**Congestion heat map**

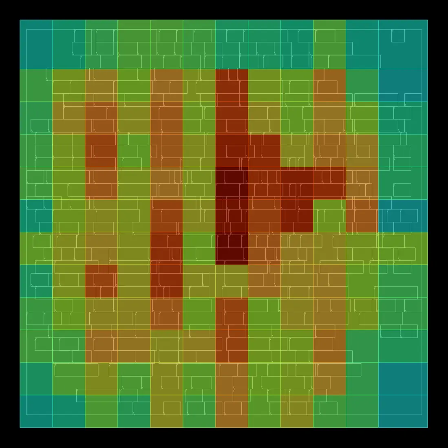
**Clock network drawn from the DEF**

Drawn at 6 px/micron.
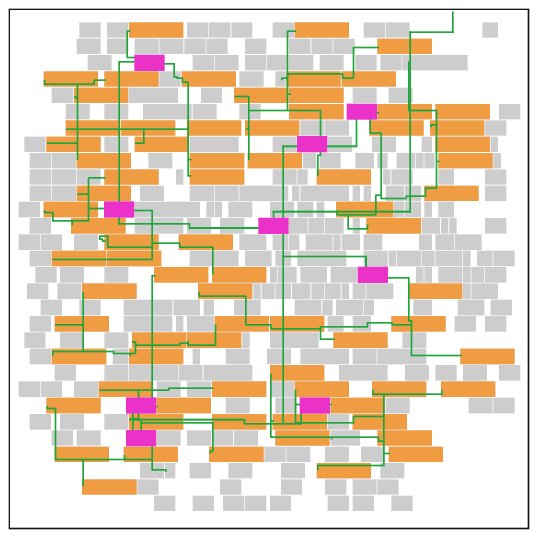
==> src/rtl/branch_pkg.sv <==
// Shared constants for the chunked branch comparator: funct3 codes, FSM
// encoding and the taken/illegal decode.
package branch_pkg;

    localparam logic [2:0] F3_BEQ  = 3'b000;
    localparam logic [2:0] F3_BNE  = 3'b001;
    localparam logic [2:0] F3_BLT  = 3'b100;
    localparam logic [2:0] F3_BGE  = 3'b101;
    localparam logic [2:0] F3_BLTU = 3'b110;
    localparam logic [2:0] F3_BGEU = 3'b111;

    localparam logic [1:0] IDLE = 2'd0;
    localparam logic [1:0] CMP  = 2'd1;
    localparam logic [1:0] DONE = 2'd2;

    // Returns {taken, illegal}; 010/011 are the only illegal encodings.
    function automatic logic [1:0] decode_f3(input logic [2:0] f3, input logic eq,
                                             input logic lt, input logic ltu);
        logic [1:0] r;
        r = 2'b00;
        case (f3)
            F3_BEQ:  r = {eq, 1'b0};
            F3_BNE:  r = {!eq, 1'b0};
            F3_BLT:  r = {lt, 1'b0};
            F3_BGE:  r = {!lt, 1'b0};
            F3_BLTU: r = {ltu, 1'b0};
            F3_BGEU: r = {!ltu, 1'b0};
            default: r = 2'b01;
        endcase
        return r;
    endfunction

endpackage

==> src/rtl/branch_cond_seq_if.sv <==
// Request/response handshake bundle between decode and the branch comparator.
interface branch_cond_seq_if #(parameter int XLEN = 32);
    logic            in_valid;
    logic            in_ready;
    logic [XLEN-1:0] rs1;
    logic [XLEN-1:0] rs2;
    logic [2:0]      funct3;
    logic            out_valid;
    logic            out_ready;
    logic            br_eq;
    logic            br_lt;
    logic            br_ltu;
    logic            taken;
    logic            illegal;

    modport master (output in_valid, rs1, rs2, funct3, out_ready,
                    input  in_ready, out_valid, br_eq, br_lt, br_ltu, taken, illegal);
    modport slave  (input  in_valid, rs1, rs2, funct3, out_ready,
                    output in_ready, out_valid, br_eq, br_lt, br_ltu, taken, illegal);
endinterface

==> src/rtl/chunk_cmp.sv <==
// Combinational CHUNK-bit comparator; signed_en selects a two's-complement
// less-than for the most significant chunk.
module chunk_cmp #(
    parameter int CHUNK = 8
) (
    input  logic [CHUNK-1:0] a,
    input  logic [CHUNK-1:0] b,
    input  logic             signed_en,
    output logic             eq,
    output logic             lt
);
    assign eq = (a == b);
    assign lt = signed_en ? ($signed(a) < $signed(b)) : (a < b);
endmodule

==> src/rtl/branch_cond_seq.sv <==
// Multi-cycle branch comparator: walks the operands MSB chunk first, stops at
// the first differing chunk and presents a registered taken/illegal result.
module branch_cond_seq
    import branch_pkg::*;
#(
    parameter int XLEN  = 32,
    parameter int CHUNK = 8
) (
    input  logic             clk,
    input  logic             rst_n,
    branch_cond_seq_if.slave bus
);
    localparam int NCHUNK = XLEN / CHUNK;
    localparam int IDXW   = (NCHUNK > 1) ? $clog2(NCHUNK) : 1;

    generate
        if (CHUNK < 1 || (XLEN % CHUNK) != 0) begin : g_bad_chunk
            $error("branch_cond_seq: XLEN must be a multiple of CHUNK");
        end
    endgenerate

    logic [1:0]       state;
    logic [IDXW-1:0]  idx;
    logic [XLEN-1:0]  rs1_q, rs2_q;
    logic [2:0]       f3_q;
    logic             eq_q, lt_q, ltu_q, taken_q, illegal_q;

    logic [CHUNK-1:0] a_ch, b_ch;
    logic             first, last, c_eq, c_lt, c_ltu;

    assign first = (idx == '0);
    assign last  = (int'(idx) == NCHUNK - 1);

    always_comb begin
        a_ch = CHUNK'(rs1_q >> (XLEN - (int'(idx) + 1) * CHUNK));
        b_ch = CHUNK'(rs2_q >> (XLEN - (int'(idx) + 1) * CHUNK));
    end

    chunk_cmp #(.CHUNK(CHUNK)) u_cmp (
        .a         (a_ch),
        .b         (b_ch),
        .signed_en (first),
        .eq        (c_eq),
        .lt        (c_lt)
    );

    // On differing chunks the signed and unsigned orders disagree exactly when
    // the sign bits differ, so one comparator serves both.
    assign c_ltu = c_lt ^ (first & (a_ch[CHUNK-1] ^ b_ch[CHUNK-1]));

    always_ff @(posedge clk or negedge rst_n) begin
        if (!rst_n) begin
            state     <= IDLE;
            idx       <= '0;
            rs1_q     <= '0;
            rs2_q     <= '0;
            f3_q      <= '0;
            eq_q      <= 1'b0;
            lt_q      <= 1'b0;
            ltu_q     <= 1'b0;
            taken_q   <= 1'b0;
            illegal_q <= 1'b0;
        end else begin
            case (state)
                IDLE: if (bus.in_valid) begin
                    rs1_q <= bus.rs1;
                    rs2_q <= bus.rs2;
                    f3_q  <= bus.funct3;
                    idx   <= '0;
                    state <= CMP;
                end
                CMP: if (!c_eq) begin
                    eq_q                 <= 1'b0;
                    lt_q                 <= c_lt;
                    ltu_q                <= c_ltu;
                    {taken_q, illegal_q} <= decode_f3(f3_q, 1'b0, c_lt, c_ltu);
                    state                <= DONE;
                end else if (last) begin
                    eq_q                 <= 1'b1;
                    lt_q                 <= 1'b0;
                    ltu_q                <= 1'b0;
                    {taken_q, illegal_q} <= decode_f3(f3_q, 1'b1, 1'b0, 1'b0);
                    state                <= DONE;
                end else begin
                    idx <= idx + 1'b1;
                end
                DONE: if (bus.out_ready) begin
                    // Flags must read 0 whenever out_valid is low.
                    eq_q      <= 1'b0;
                    lt_q      <= 1'b0;
                    ltu_q     <= 1'b0;
                    taken_q   <= 1'b0;
                    illegal_q <= 1'b0;
                    state     <= IDLE;
                end
                default: state <= IDLE;
            endcase
        end
    end

    assign bus.in_ready  = (state == IDLE);
    assign bus.out_valid = (state == DONE);
    assign bus.br_eq     = eq_q;
    assign bus.br_lt     = lt_q;
    assign bus.br_ltu    = ltu_q;
    assign bus.taken     = taken_q;
    assign bus.illegal   = illegal_q;

endmodule

==> src/flat_wrapper.sv <==
// flat-port wrapper written by rule: the top's interface ports become plain ports
module branch_cond_seq_flat import branch_pkg::*;
#(
    parameter int XLEN  = 32,
    parameter int CHUNK = 8
)
  (clk, rst_n, bus_in_valid, bus_rs1, bus_rs2, bus_funct3, bus_out_ready, bus_in_ready, bus_out_valid, bus_br_eq, bus_br_lt, bus_br_ltu, bus_taken, bus_illegal);
  branch_cond_seq_if #(.XLEN(XLEN)) bus_i ();
  input  logic clk;
  input  logic rst_n;
  input wire logic [$bits(bus_i.in_valid)-1:0] bus_in_valid;
  input wire logic [$bits(bus_i.rs1)-1:0] bus_rs1;
  input wire logic [$bits(bus_i.rs2)-1:0] bus_rs2;
  input wire logic [$bits(bus_i.funct3)-1:0] bus_funct3;
  input wire logic [$bits(bus_i.out_ready)-1:0] bus_out_ready;
  output wire logic [$bits(bus_i.in_ready)-1:0] bus_in_ready;
  output wire logic [$bits(bus_i.out_valid)-1:0] bus_out_valid;
  output wire logic [$bits(bus_i.br_eq)-1:0] bus_br_eq;
  output wire logic [$bits(bus_i.br_lt)-1:0] bus_br_lt;
  output wire logic [$bits(bus_i.br_ltu)-1:0] bus_br_ltu;
  output wire logic [$bits(bus_i.taken)-1:0] bus_taken;
  output wire logic [$bits(bus_i.illegal)-1:0] bus_illegal;
  assign bus_i.in_valid = bus_in_valid;
  assign bus_i.rs1 = bus_rs1;
  assign bus_i.rs2 = bus_rs2;
  assign bus_i.funct3 = bus_funct3;
  assign bus_i.out_ready = bus_out_ready;
  assign bus_in_ready = bus_i.in_ready;
  assign bus_out_valid = bus_i.out_valid;
  assign bus_br_eq = bus_i.br_eq;
  assign bus_br_lt = bus_i.br_lt;
  assign bus_br_ltu = bus_i.br_ltu;
  assign bus_taken = bus_i.taken;
  assign bus_illegal = bus_i.illegal;
  branch_cond_seq #(.XLEN(XLEN), .CHUNK(CHUNK)) u_core (.clk(clk), .rst_n(rst_n), .bus(bus_i));
endmodule
==> config.mk <==
export PLATFORM = sky130hd
export DESIGN_NAME = branch_cond_seq_flat
export DESIGN_NICKNAME = d
export VERILOG_FILES = /design/src/rtl/branch_pkg.sv /design/src/rtl/branch_cond_seq_if.sv /design/src/rtl/chunk_cmp.sv /design/src/rtl/branch_cond_seq.sv /design/src/flat_wrapper.sv
export SDC_FILE = /design/constraint.sdc
export NUM_CORES = 1
export LEC_CHECK = 0
export ABC_CLOCK_PERIOD_IN_PS = 6800
export CORE_UTILIZATION = 52
export CTS_CLUSTER_DIAMETER = 40
export DETAILED_ROUTE_END_ITERATION = 8
export PLACE_DENSITY = 0.85
export SLEW_MARGIN = 20
export SYNTH_ARGS = -nofsm -noshare
export SYNTH_HDL_FRONTEND = slang
export SYNTH_SLANG_ARGS = --single-unit
==> constraint.sdc <==
create_clock -name clk -period 6.8 [get_ports clk]
set_clock_uncertainty 0.15 [all_clocks]
set_input_delay 0.68 -clock clk [delete_from_list [all_inputs] [get_ports clk]]
set_output_delay 0.68 -clock clk [all_outputs]
set_load 0.02 [all_outputs]
==> flow_summary_export.csv <==
group,metric,value,unit
status,status,"finished clean",
power_and_ir_drop,peakVddDrop,0.000233,V
floorplan,die_width,86.3,microns
setup_path,cp.required,6890,ps
setup_path,endpoint_kind,"flip-flop",
clock_network,clk_pin_slew_worst_paths,70,ps
power_and_ir_drop,maxPowerGroup,"combinational cells",
final_layout,area_growth,28.8,%
floorplan,die_area,7450,sq um
setup_path,setup.worst_path.end,"u_core.idx[0]",
routing,wl_met2,3930,microns
placed_design,place_inst,420,
power_and_ir_drop,p_per_area,446,nW/um^2
synth,yosys_warnings,0,
synth,mux_share,31.3,%
power_and_ir_drop,total_power,2.12,mW
power_and_ir_drop,p_switching,0.712,mW
synth,synthCells,259,
routing,routedWlPerCell,17.1,microns
final_layout,buffers_excl_clock,78,
job,drv_cap,0,
final_timing,fin_ws,2560,ps
setup_path,cpLargestDelayFamily,"adder cells",
routing,initialDrtViolationCount,136,
floorplan,fp.dieH,86.3,microns
clock_network,cts-root-buf,"clkbuf_8",
final_timing,finalCriticalPeriod,4240,ps
final_layout,layoutNonFillerInstCount,436,
synth,synth.distinct_cells,42,
global_route,grt_pass1_wl,12200,microns
About 'congestion heat map':
met3 Use GR: 6.29%
met2 GRT Util: 38.1%

About 'clock network drawn from the DEF':
[clock wires] green | length: 901 microns
[flip-flops] orange | count: 76
[cells driving clock nets] magenta | count: 9
routed clock nets: 10
flops lie: spread over the die

-- state kept, by name (all words and copies together) (netlist names) --
name / count
u_core.idx: 2
u_core.rs2_q: 32
u_core.bus.illegal: 1
u_core.bus.br_eq: 1
u_core.bus.br_lt: 1
u_core.bus.taken: 1
u_core.f3_q: 3
u_core.state: 2
u_core.rs1_q: 32
u_core.bus.br_ltu: 1
-- cell usage after synthesis --
library cell | n | area share, %
dfrtp_1 | 76 | 51
mux2_2 | 68 | 21
inv_1 | 17 | 1.7
mux4_2 | 16 | 9.7
ha_1 | 13 | 4.4
clkbuf_1 | 10 | 1.0
nand2_1 | 8 | 0.81
nor2_1 | 4 | 0.41
a21oi_1 | 3 | 0.41
a22o_1 | 3 | 0.71
a21boi_0 | 2 | 0.41
a21o_1 | 2 | 0.41
buf_4 | 2 | 0.41
mux2_1 | 2 | 0.61
nand2b_1 | 2 | 0.34
nand3_1 | 2 | 0.27
nor2b_1 | 2 | 0.34
nor3_1 | 2 | 0.27
o21ai_0 | 2 | 0.27
a211oi_1 | 1 | 0.20
a221oi_1 | 1 | 0.24
a22oi_1 | 1 | 0.20
and2b_2 | 1 | 0.24
and3_1 | 1 | 0.17
and4b_2 | 1 | 0.30
buf_2 | 1 | 0.14
mux2i_1 | 1 | 0.27
nand3b_1 | 1 | 0.20
nand4_2 | 1 | 0.34
nand4b_1 | 1 | 0.24
nor4_1 | 1 | 0.17
nor4b_1 | 1 | 0.24
o211ai_1 | 1 | 0.20
o211ai_2 | 1 | 0.34
o21ai_2 | 1 | 0.24
o21bai_1 | 1 | 0.20
o22a_1 | 1 | 0.24
o31ai_1 | 1 | 0.20
o41ai_1 | 1 | 0.24
or3b_2 | 1 | 0.24
or4_1 | 1 | 0.20
xnor2_1 | 1 | 0.24
